Fig. 1: run 1, met3 routing
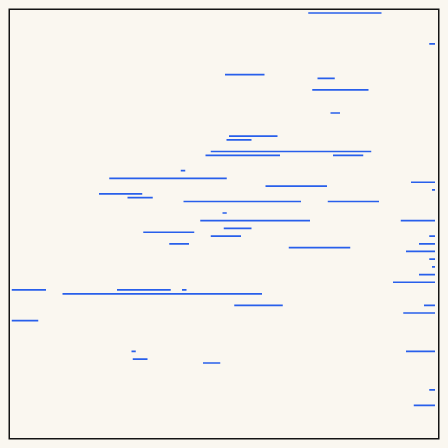
Fig. 2: run 1, wiring by layer
Only two layers are drawn.
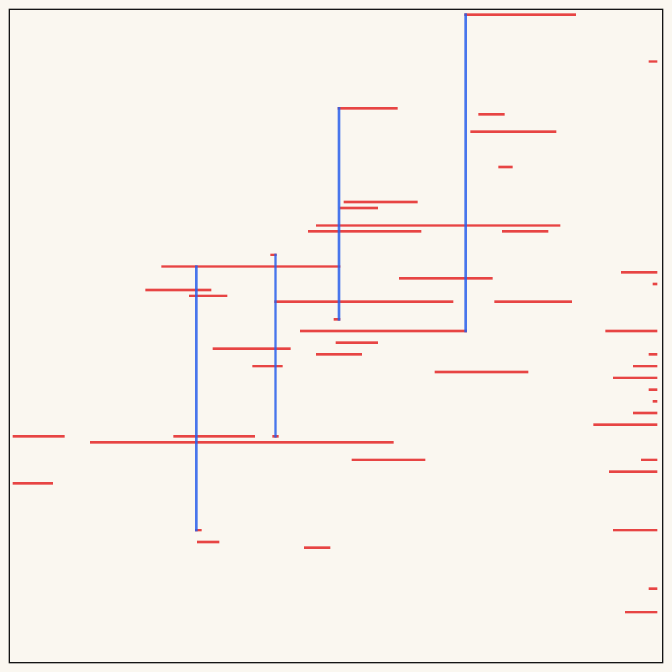
Fig. 3: run 1, track usage over the die
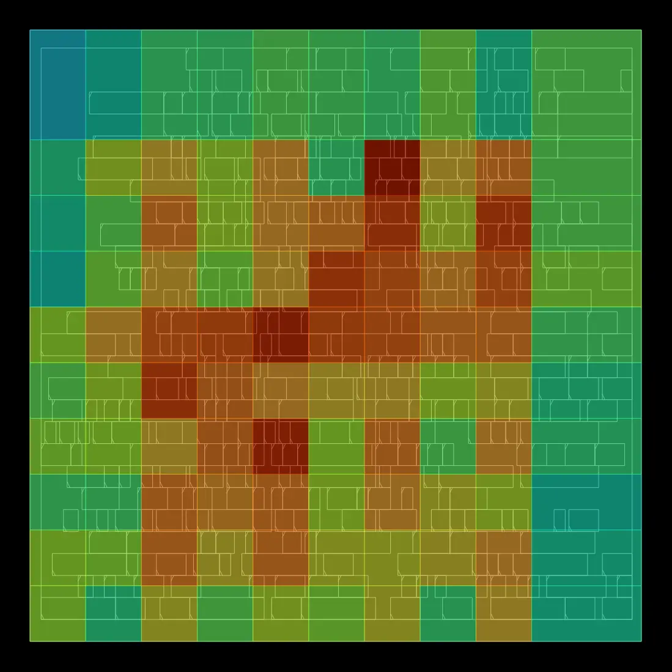
Fig. 4: run 1, pin map
Pins as bars across the die edge, other pins in gray.
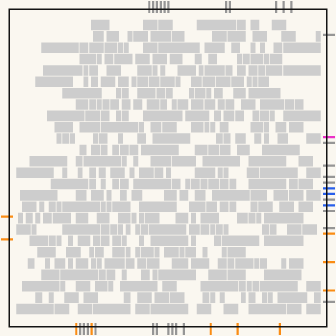
[config.mk]
export PLATFORM = sky130hd
export DESIGN_NAME = heli_game_ctrl
export DESIGN_NICKNAME = d
export VERILOG_FILES = /design/src/rtl/heli_game_ctrl.sv
export SDC_FILE = /design/constraint.sdc
export NUM_CORES = 1
export LEC_CHECK = 0
export CAP_MARGIN = 20
export CORE_MARGIN = 1
export CORE_UTILIZATION = 55
export CTS_CLUSTER_DIAMETER = 40
export DETAILED_ROUTE_END_ITERATION = 10
export GPL_TIMING_DRIVEN = 0
export HOLD_SLACK_MARGIN = 0.06
export PLACE_DENSITY = 0.81
export REMOVE_ABC_BUFFERS = 1
export SYNTH_ARGS = -nofsm -noshare
export SYNTH_HDL_FRONTEND = slang
export SYNTH_SLANG_ARGS = --single-unit
[constraint.sdc]
create_clock -name ClkPort -period 3.87 [get_ports ClkPort]
set_input_delay 0.387 -clock ClkPort [delete_from_list [all_inputs] [get_ports ClkPort]]
set_output_delay 0.387 -clock ClkPort [all_outputs]
set_load 0.01 [all_outputs]
[src/rtl/heli_game_ctrl.sv]
// heli_game_ctrl: helicopter game FSM owning game state, player position, score, lives and high score.
module heli_game_ctrl #(
    parameter int SCORE_W        = 10,
    parameter int LOC_W          = 10,
    parameter int FIELD_H        = 480,
    parameter int PLAYER_H       = 16,
    parameter int RISE           = 4,
    parameter int FALL           = 2,
    parameter int SCORE_DIV      = 4,
    parameter int LIVES          = 3,
    parameter int RESPAWN_FRAMES = 60
) (
    input  logic               ClkPort,
    input  logic               reset_n,
    input  logic               start,
    input  logic               pause,
    input  logic               thrust,
    input  logic               frame_tick,
    input  logic               collision,
    output logic [2:0]         state,
    output logic [LOC_W-1:0]   player_loc,
    output logic [SCORE_W-1:0] score,
    output logic [SCORE_W-1:0] high_score,
    output logic [2:0]         lives_left,
    output logic               new_hs
);
    localparam logic [2:0] IDLE = 3'd0, PLAY = 3'd1, PAUSE = 3'd2, HIT = 3'd3, NEWHS = 3'd4, GAMEOVER = 3'd5;
    localparam logic [LOC_W-1:0] CENTER = LOC_W'((FIELD_H - PLAYER_H) / 2);
    localparam logic [LOC_W-1:0] LOCMAX = LOC_W'(FIELD_H - PLAYER_H);
    localparam logic signed [LOC_W:0] LOCMAX_S = (LOC_W + 1)'(FIELD_H - PLAYER_H);
    localparam logic signed [LOC_W:0] ZERO_S = '0;
    localparam logic signed [LOC_W:0] RISE_S = (LOC_W + 1)'(RISE);
    localparam logic signed [LOC_W:0] FALL_S = (LOC_W + 1)'(FALL);
    localparam int CNT_MAX = (SCORE_DIV > RESPAWN_FRAMES) ? SCORE_DIV : RESPAWN_FRAMES;
    localparam int CNT_W = $clog2(CNT_MAX + 1);
    localparam logic [CNT_W-1:0] DIV_LAST = CNT_W'(SCORE_DIV - 1);
    localparam logic [CNT_W-1:0] HIT_LAST = CNT_W'(RESPAWN_FRAMES - 1);
    localparam logic [2:0] LIVES_V = 3'(LIVES);

    logic [2:0]         stateNext;
    logic               startQ, pauseQ;
    logic [CNT_W-1:0]   frameCnt, cntNext;
    logic [LOC_W-1:0]   locNext;
    logic [SCORE_W-1:0] scoreNext, hsNext;
    logic [2:0]         livesNext;
    logic               newHsNext;
    logic signed [LOC_W:0] nxtLoc;
    logic               startEdge, pauseEdge, hitTop, hitBottom, boundary, lastHit;

    assign startEdge = start & ~startQ;
    assign pauseEdge = pause & ~pauseQ;
    assign nxtLoc    = thrust ? $signed({1'b0, player_loc}) - RISE_S : $signed({1'b0, player_loc}) + FALL_S;
    assign hitTop    = nxtLoc <= ZERO_S;
    assign hitBottom = nxtLoc >= LOCMAX_S;
    assign boundary  = frame_tick & (hitTop | hitBottom);
    assign lastHit   = frame_tick & (frameCnt == HIT_LAST);

    always_ff @(posedge ClkPort or negedge reset_n) begin
        if (!reset_n) state <= IDLE;
        else          state <= stateNext;
    end

    always_comb begin
        stateNext = IDLE;
        case (state)
            IDLE:            stateNext = startEdge ? PLAY : IDLE;
            PLAY:            stateNext = (collision | boundary) ? HIT : pauseEdge ? PAUSE : PLAY;
            PAUSE:           stateNext = pauseEdge ? PLAY : PAUSE;
            HIT:             stateNext = !lastHit ? HIT : (lives_left != 3'd0) ? PLAY : (score > high_score) ? NEWHS : GAMEOVER;
            NEWHS, GAMEOVER: stateNext = startEdge ? IDLE : state;
            default:         stateNext = IDLE;
        endcase
    end

    // Register updates are keyed on the transition being taken, so entry actions land with the state change.
    always_comb begin
        locNext   = player_loc;
        scoreNext = score;
        hsNext    = high_score;
        livesNext = lives_left;
        cntNext   = frameCnt;
        newHsNext = 1'b0;
        if (stateNext == IDLE) begin
            locNext   = CENTER;
            scoreNext = '0;
            livesNext = LIVES_V;
            cntNext   = '0;
        end else if (state == PLAY && stateNext == HIT) begin
            livesNext = (lives_left == 3'd0) ? 3'd0 : lives_left - 3'd1;
            cntNext   = '0;
            locNext   = collision ? player_loc : hitTop ? '0 : LOCMAX;
        end else if (state == PLAY && stateNext == PLAY && frame_tick) begin
            locNext   = nxtLoc[LOC_W-1:0];
            cntNext   = (frameCnt == DIV_LAST) ? '0 : frameCnt + 1'b1;
            scoreNext = (frameCnt == DIV_LAST && score != '1) ? score + 1'b1 : score;
        end else if (state == HIT && frame_tick) begin
            cntNext   = lastHit ? '0 : frameCnt + 1'b1;
            locNext   = (stateNext == PLAY) ? CENTER : player_loc;
            hsNext    = (stateNext == NEWHS) ? score : high_score;
            newHsNext = stateNext == NEWHS;
        end
    end

    always_ff @(posedge ClkPort or negedge reset_n) begin
        if (!reset_n) begin
            startQ     <= 1'b0;
            pauseQ     <= 1'b0;
            player_loc <= CENTER;
            score      <= '0;
            high_score <= '0;
            lives_left <= LIVES_V;
            frameCnt   <= '0;
            new_hs     <= 1'b0;
        end else begin
            startQ     <= start;
            pauseQ     <= pause;
            player_loc <= locNext;
            score      <= scoreNext;
            high_score <= hsNext;
            lives_left <= livesNext;
            frameCnt   <= cntNext;
            new_hs     <= newHsNext;
        end
    end
endmodule

==> reports/qor_table.md, run 1 <==
| Quantity | This run | Unit |
|---|---|---|
| Status | complete, no violations | - |
| Antenna diode count | 0 | - |
| Max-area cell class | logic gates | - |
| Clock tree from TritonCTS | built | - |
| Biggest cell delay along the critical path | 650 | ps |
| Cell Pwr Density | 399.3 | nW/um^2 |
| Fraction of synthesis flops using an asynchronous set or reset pin | 100.0 | % |
| Number of instances resized during post-cts repair | 2 | - |
| Setup repair after global routing missed its margin | no | - |
| Critical Path RT | 4070 | ps |
| Total Power Consumption | 1.422 | mW |
| Number of clock buffers inserted by TritonCTS | 5 | - |
| Wirelength, routed | 6898 | um |
| Total stage count of the critical path | 9 | - |
| Wire per inst | 15.43 | um |
| Maximum achievable frequency | 279.5 | MHz |
| Total of plain and repair buffers excluding clock buffers | 44 | - |
| Worst max-slew margin expressed relative to the limit | 44.52 | % |
| Number of logic gates | 256 | - |
| X dimension of the die | 75.68 | um |
| Average vias per placed instance | 5.899 | - |
| Final-report setup violation count | 0 | - |
| Post-route standard cell area excluding fillers | 3562 | um^2 |
| Source-to-sink clock delay at the later pin of the worst-skew pair | 310 | ps |
| Setup slack of the most critical reg-to-reg path | 290 | ps |
| Most common reg cell | sky130_fd_sc_hd__dfrtp_1 | - |
| Layout Nets | 398 | - |
| Setup total negative slack | 0 | ps |
| Area added between synthesis and finish | 19.32 | % |
| List of cells traversed by the critical path | ha_1 -> nand2_1 -> o32a_1 -> a2111oi_1 -> or4b_4 -> and4_2 -> a21oi_4 -> a21oi_4 -> mux2_2 | - |
| Count of antenna-violating nets left after detailed routing | 0 | - |
| Tally of non-filler cells in the final layout | 447 | - |
| Ports placed on the boundary | 44 | - |
| CTS sink count | 44 | - |
| Detailed router's first-iteration violation count | 157 | - |
| GP Congestion | 0.8296 | - |
| Ys cells | 335 | - |
| Startpoint type of the worst setup path | flop | - |
| Critical-path top delay cell | sky130_fd_sc_hd__dfstp_2 | - |
| Area of the mapped netlist | 2985 | um^2 |
| Core utilization before placement | 57.72 | % |
| Number of detailed-routing iterations run before antenna repair | 4 | - |
| Critical path capture point type | flop | - |
| Clock network area share | 2.388 | % |
| Leakage power | 1.463 | nW |
| DIE AREA | 5727 | um^2 |
| Core region area | 5172 | um^2 |
| Post-CTS Setup Inserts | 0 | - |
| Aggregate global-route resource usage | 25.68 | % |
| Final-report max-slew violation count | 0 | - |
| Chip area from the yosys synthesis statistics | 2985 | um^2 |
| Routed met3 length | 328 | um |
| Cell taking the most area after synthesis | sky130_fd_sc_hd__dfrtp_1 | - |
| Log Warnings | 26 | - |
| Multi-input combinational area share | 48.82 | % |
| Tally of unique sky130hd cells used after synthesis | 66 | - |
-- Fig. 1 (at the start) --
main direction = horizontal
wire length on this layer = 328 um
longest straight run = 35.0 um

-- Fig. 2 (at the start) --
blue -> metal 4  # wire length 113 um
red -> metal 3  # wire length 328 um

-- Fig. 3 (at the start) --
met3 capacity usage during global routing: 4.365%
utilization of the core after routing: 68.87%

-- Fig. 4 (at the start) --
orange -> `high_score`  # pins 10, direction output, edge 5 bottom, 3 right, 2 left
blue -> `lives_left`  # pins 3, direction output, edge right
magenta -> `collision`  # pins 1, direction input, edge right
all pins by edge = 16 right, 15 bottom, 11 top, 2 left

==> run 1: cells by family after synthesis <==
kind of cell    count (synthesis)  share of synthesized area [%]
buf+inv                        36                          5.113
xor+xnor                       12                          3.521
mux                             7                          2.473
simple gates                  141                          26.03
other cells                     1                         0.1256
flops                          44                          37.13
fa+ha+maj                      15                          6.287
compound gates                 79                          19.32
==> run 1: power breakdown <==
part / switching (mW) / leakage, nW / internal [mW]
sequential: 0.119 / 0.512 / 0.539
combinational: 0.242 / 0.909 / 0.228
clock: 0.168 / 0.0412 / 0.126
==> run 1: flip-flops by register name (all words and copies together), names as in the netlist <==
signal / count
player_loc: 9
frameCnt: 6
startQ: 1
state: 3
score: 10
high_score: 10
pauseQ: 1
lives_left: 3
new_hs: 1
==> inputs of run 2 (changes only) <==
Settings changed: CELL_PAD_IN_SITES_DETAIL_PLACEMENT from default to 0, CELL_PAD_IN_SITES_GLOBAL_PLACEMENT from default to 1, CORE_UTILIZATION 55 to 41, PLACE_DENSITY 0.81 to default, PLACE_DENSITY_LB_ADDON from default to 0.1.
==> reports/qor_table.md, run 2 <==
| Quantity | This run | Unit | vs previous |
|---|---|---|---|
| Status | complete, no violations | - | unchanged |
| CTS sink count | 44 | - | unchanged |
| Ys cells | 335 | - | unchanged |
| X dimension of the die | 87.33 | um | was 75.68 um |
| Clock tree from TritonCTS | built | - | unchanged |
| Ports placed on the boundary | 44 | - | unchanged |
| Setup slack of the most critical reg-to-reg path | 300 | ps | was 290 ps |
| FF+latch area | 1109 | um^2 | unchanged |
| Critical-path top delay cell | sky130_fd_sc_hd__or4b_4 | - | was sky130_fd_sc_hd__dfstp_2 |
| Setup repair after global routing missed its margin | no | - | unchanged |
| Area added between synthesis and finish | 20.45 | % | was 19.32% |
| Total of flip-flops plus latches after synthesis | 44 | - | unchanged |
| Source-to-sink clock delay at the later pin of the worst-skew pair | 300 | ps | was 310 ps |
| Xor/xnor share of the synthesized area | 3.521 | % | unchanged |
| Average cell area after synthesis | 8.912 | um^2 | unchanged |
| Most common reg cell | sky130_fd_sc_hd__dfrtp_1 | - | unchanged |
| Most instantiated logic cell after routing | sky130_fd_sc_hd__clkdlybuf4s50_1 | - | unchanged |
| Clock Path Buffers | 2 | - | unchanged |
| Maximum capacitance violations | 0 | - | unchanged |
| Critical path capture point type | flop | - | unchanged |
| Routed met3 length | 398 | um | was 328 um |
| Core region area | 6907 | um^2 | was 5172 um^2 |
| Reg-to-Reg End | player_loc[8] | - | unchanged |
| Highest Signal Layer | met4 | - | unchanged |
| Final-report max-slew violation count | 0 | - | unchanged |
| Delay-heaviest family, CP | simple AND/OR/NAND/NOR gates | - | was AND-OR/OR-AND gates |
| Cell taking the most area after synthesis | sky130_fd_sc_hd__dfrtp_1 | - | unchanged |
| Worst min-delay path category | primary input to asynchronous set/reset pin | - | unchanged |
| Largest net degree at the start of global routing | 33 | - | was 30 |
| List of cells traversed by the critical path | dlygate4sd2_1 -> or4b_4 -> o32ai_4 -> xnor2_1 -> or4b_4 -> and4_2 -> a21oi_4 -> a21oi_4 -> mux2_2 | - | was ha_1 -> nand2_1 -> o32a_1 -> a2111oi_1 -> or4b_4 -> and4_2 -> a21oi_4 -> a21oi_4 -> mux2_2 |
| Transition time at the pin with the least slew margin | 863.2 | ps | was 821.8 ps |
| Total Power Consumption | 1.429 | mW | was 1.422 mW |
| Ao+oa area frac | 19.32 | % | unchanged |
| Biggest cell delay along the critical path | 630 | ps | was 650 ps |
| DRT met1 WL | 3899 | um | was 3398 um |
| Chip area from the yosys synthesis statistics | 2985 | um^2 | unchanged |
| Sequential share of the synthesized area | 37.13 | % | unchanged |
| Count of antenna-violating nets left after detailed routing | 0 | - | unchanged |
| Mux share | 2.473 | % | unchanged |
| Number of clock buffers inserted by TritonCTS | 5 | - | unchanged |
| Average vias per placed instance | 5.575 | - | was 5.899 |
| Count of placed standard cells including taps | 463 | - | was 437 |
| Top non-seq family | simple AND/OR/NAND/NOR gates | - | unchanged |
| Total stage count of the critical path | 9 | - | unchanged |
| Antenna diode count | 0 | - | unchanged |
| Vias in the first global route | 2438 | - | was 2275 |
| GP Congestion | 0.7920 | - | was 0.8296 |
| Start-to-end type of the worst setup path | primary input to flop | - | was flop to flop |
| Remaining Overflow, GRT | 0 | - | unchanged |
| Most frequent cells in the layout | sky130_fd_sc_hd__clkdlybuf4s50_1 (40), sky130_fd_sc_hd__nand2_1 (39), sky130_fd_sc_hd__dfrtp_1 (38) | - | unchanged |
| Smallest hold slack | 511.4 | ps | was 525.9 ps |
| Startpoint type of the worst setup path | primary input | - | was flop |
| Layout Nets | 398 | - | unchanged |
| Top flop regs | high_score: 10 flops, score: 10 flops, player_loc: 9 flops | - | unchanged |
| Number of core rows | 30 | - | was 26 |
| Area of the mapped netlist | 2985 | um^2 | unchanged |
| Post-route standard cell area excluding fillers | 3596 | um^2 | was 3562 um^2 |
| Number of detailed-routing iterations run before antenna repair | 4 | - | unchanged |
| Area fraction in full adders, half adders and majority gates | 6.287 | % | unchanged |
| Core utilization before placement | 43.22 | % | was 57.72% |
| Log Warnings | 26 | - | unchanged |
| Tally of unique sky130hd cells used after synthesis | 66 | - | unchanged |
| Leakage power | 1.456 | nW | was 1.463 nW |
| Final-report setup violation count | 0 | - | unchanged |
| Worst max-slew margin expressed relative to the limit | 41.73 | % | was 44.52% |
| Setup total negative slack | 0 | ps | unchanged |
| Fraction of synthesis flops using an asynchronous set or reset pin | 100.0 | % | unchanged |
| DIE AREA | 7627 | um^2 | was 5727 um^2 |
| Die span in y | 87.33 | um | was 75.68 um |
| Aggregate global-route resource usage | 21.09 | % | was 25.68% |
| Total half-perimeter wirelength after legalization and detailed placement | 5428 | um | was 4980 um |
| Bufs and invs on worst path | 1 | - | was 0 |
| Synth Area in Simple Gates | 26.03 | % | unchanged |
| Detailed router's first-iteration violation count | 132 | - | was 157 |
| Cell Pwr Density | 397.4 | nW/um^2 | was 399.3 nW/um^2 |
| Critical Path RT | 4070 | ps | about the same |
| Tally of non-filler cells in the final layout | 473 | - | was 447 |
| Dominant cell area share | 31.85 | % | unchanged |
| Wire length of the first global-routing pass | 12430 | um | was 11010 um |
| Maximum achievable frequency | 280.1 | MHz | was 279.5 MHz |
| End point of the critical path | player_loc[8] | - | unchanged |
[run 2: cell counts after synthesis]
Identical to the previous run, type by type.
[run 2: what timing repair did]
item,in CTS,in global routing
hold buffers,1,0
resized,3,1
hold endpoints to repair,11,0
pin swaps,0,0
cloned,1,0
setup buffers,0,0
endpoints found under the setup margin,26,1
[run 2: layout make-up]
class | instances | share of cell area (%)
clock buffer | 6 | 2.018
clock inverter | 2 | 0.3479
inverter | 25 | 2.610
multi-input combinational | 256 | 48.50
sequential | 44 | 30.83
tap | 96 | 3.340
timing repair buffer | 44 | 12.35
[run 2: power by group]
| part | internal (mW) | switching (mW) | total [mW] |
|---|---|---|---|
| clock | 0.127 | 0.165 | 0.292 |
| sequential | 0.539 | 0.117 | 0.656 |
| combinational | 0.229 | 0.252 | 0.481 |
| total | 0.895 | 0.534 | 1.43 |
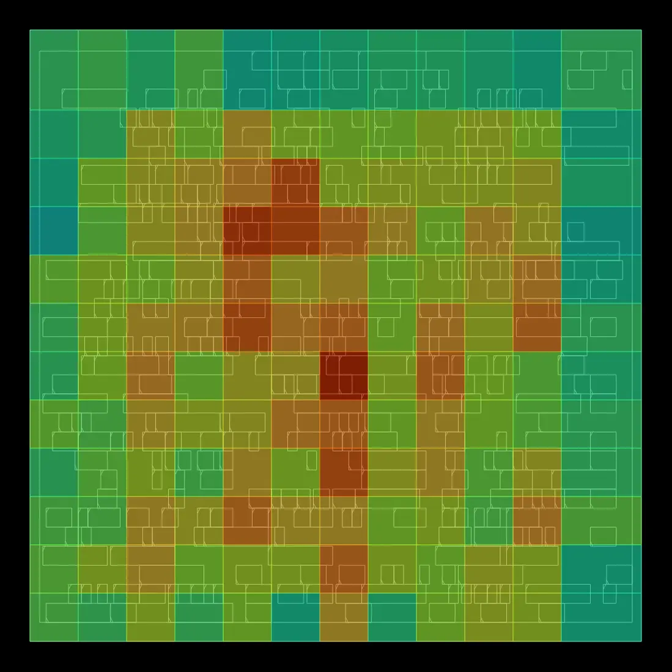
Fig. 5. Track usage over the die (run 2).
GR met2 Demand/Resource: 30.18%
wire per inst: 15.96 um
met1 global-route usage: 32.16%
Most Used Layer, Global Route: met1
utilization of the core after routing: 52.07%

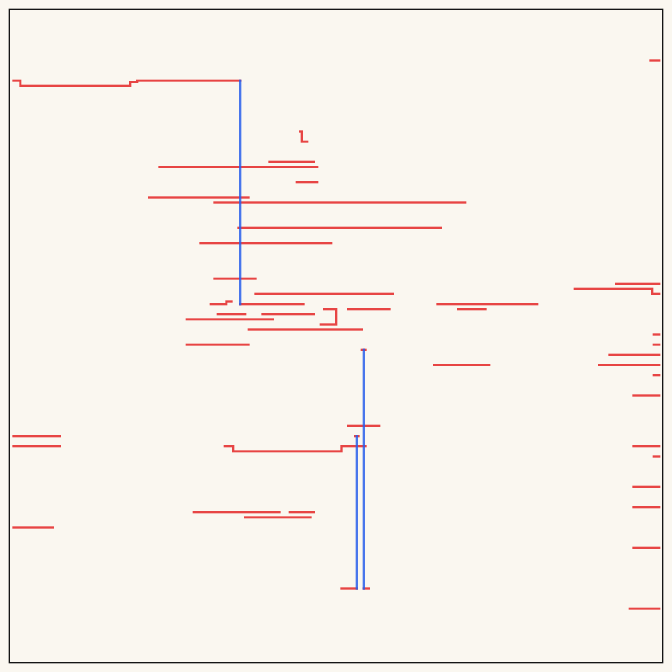
Fig. 6. Wiring by layer (run 2).
Only two layers are drawn.
blue -> metal 4  # wire length 82.3 um
red -> metal 3  # wire length 398 um

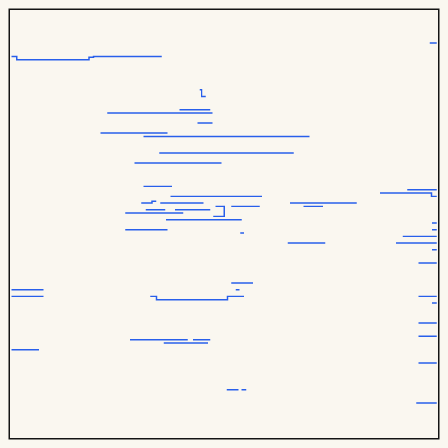
Fig. 7. Met3 routing (run 2).
nets with wire on the layer = 43
main direction = horizontal
share of all routed wire = 5.3%
met3 capacity usage during global routing: 4.360%
vias after detailed routing: 2637
wirelength, routed: 7551 um

No activity file was given, so power comes from the tool's default toggle rates.
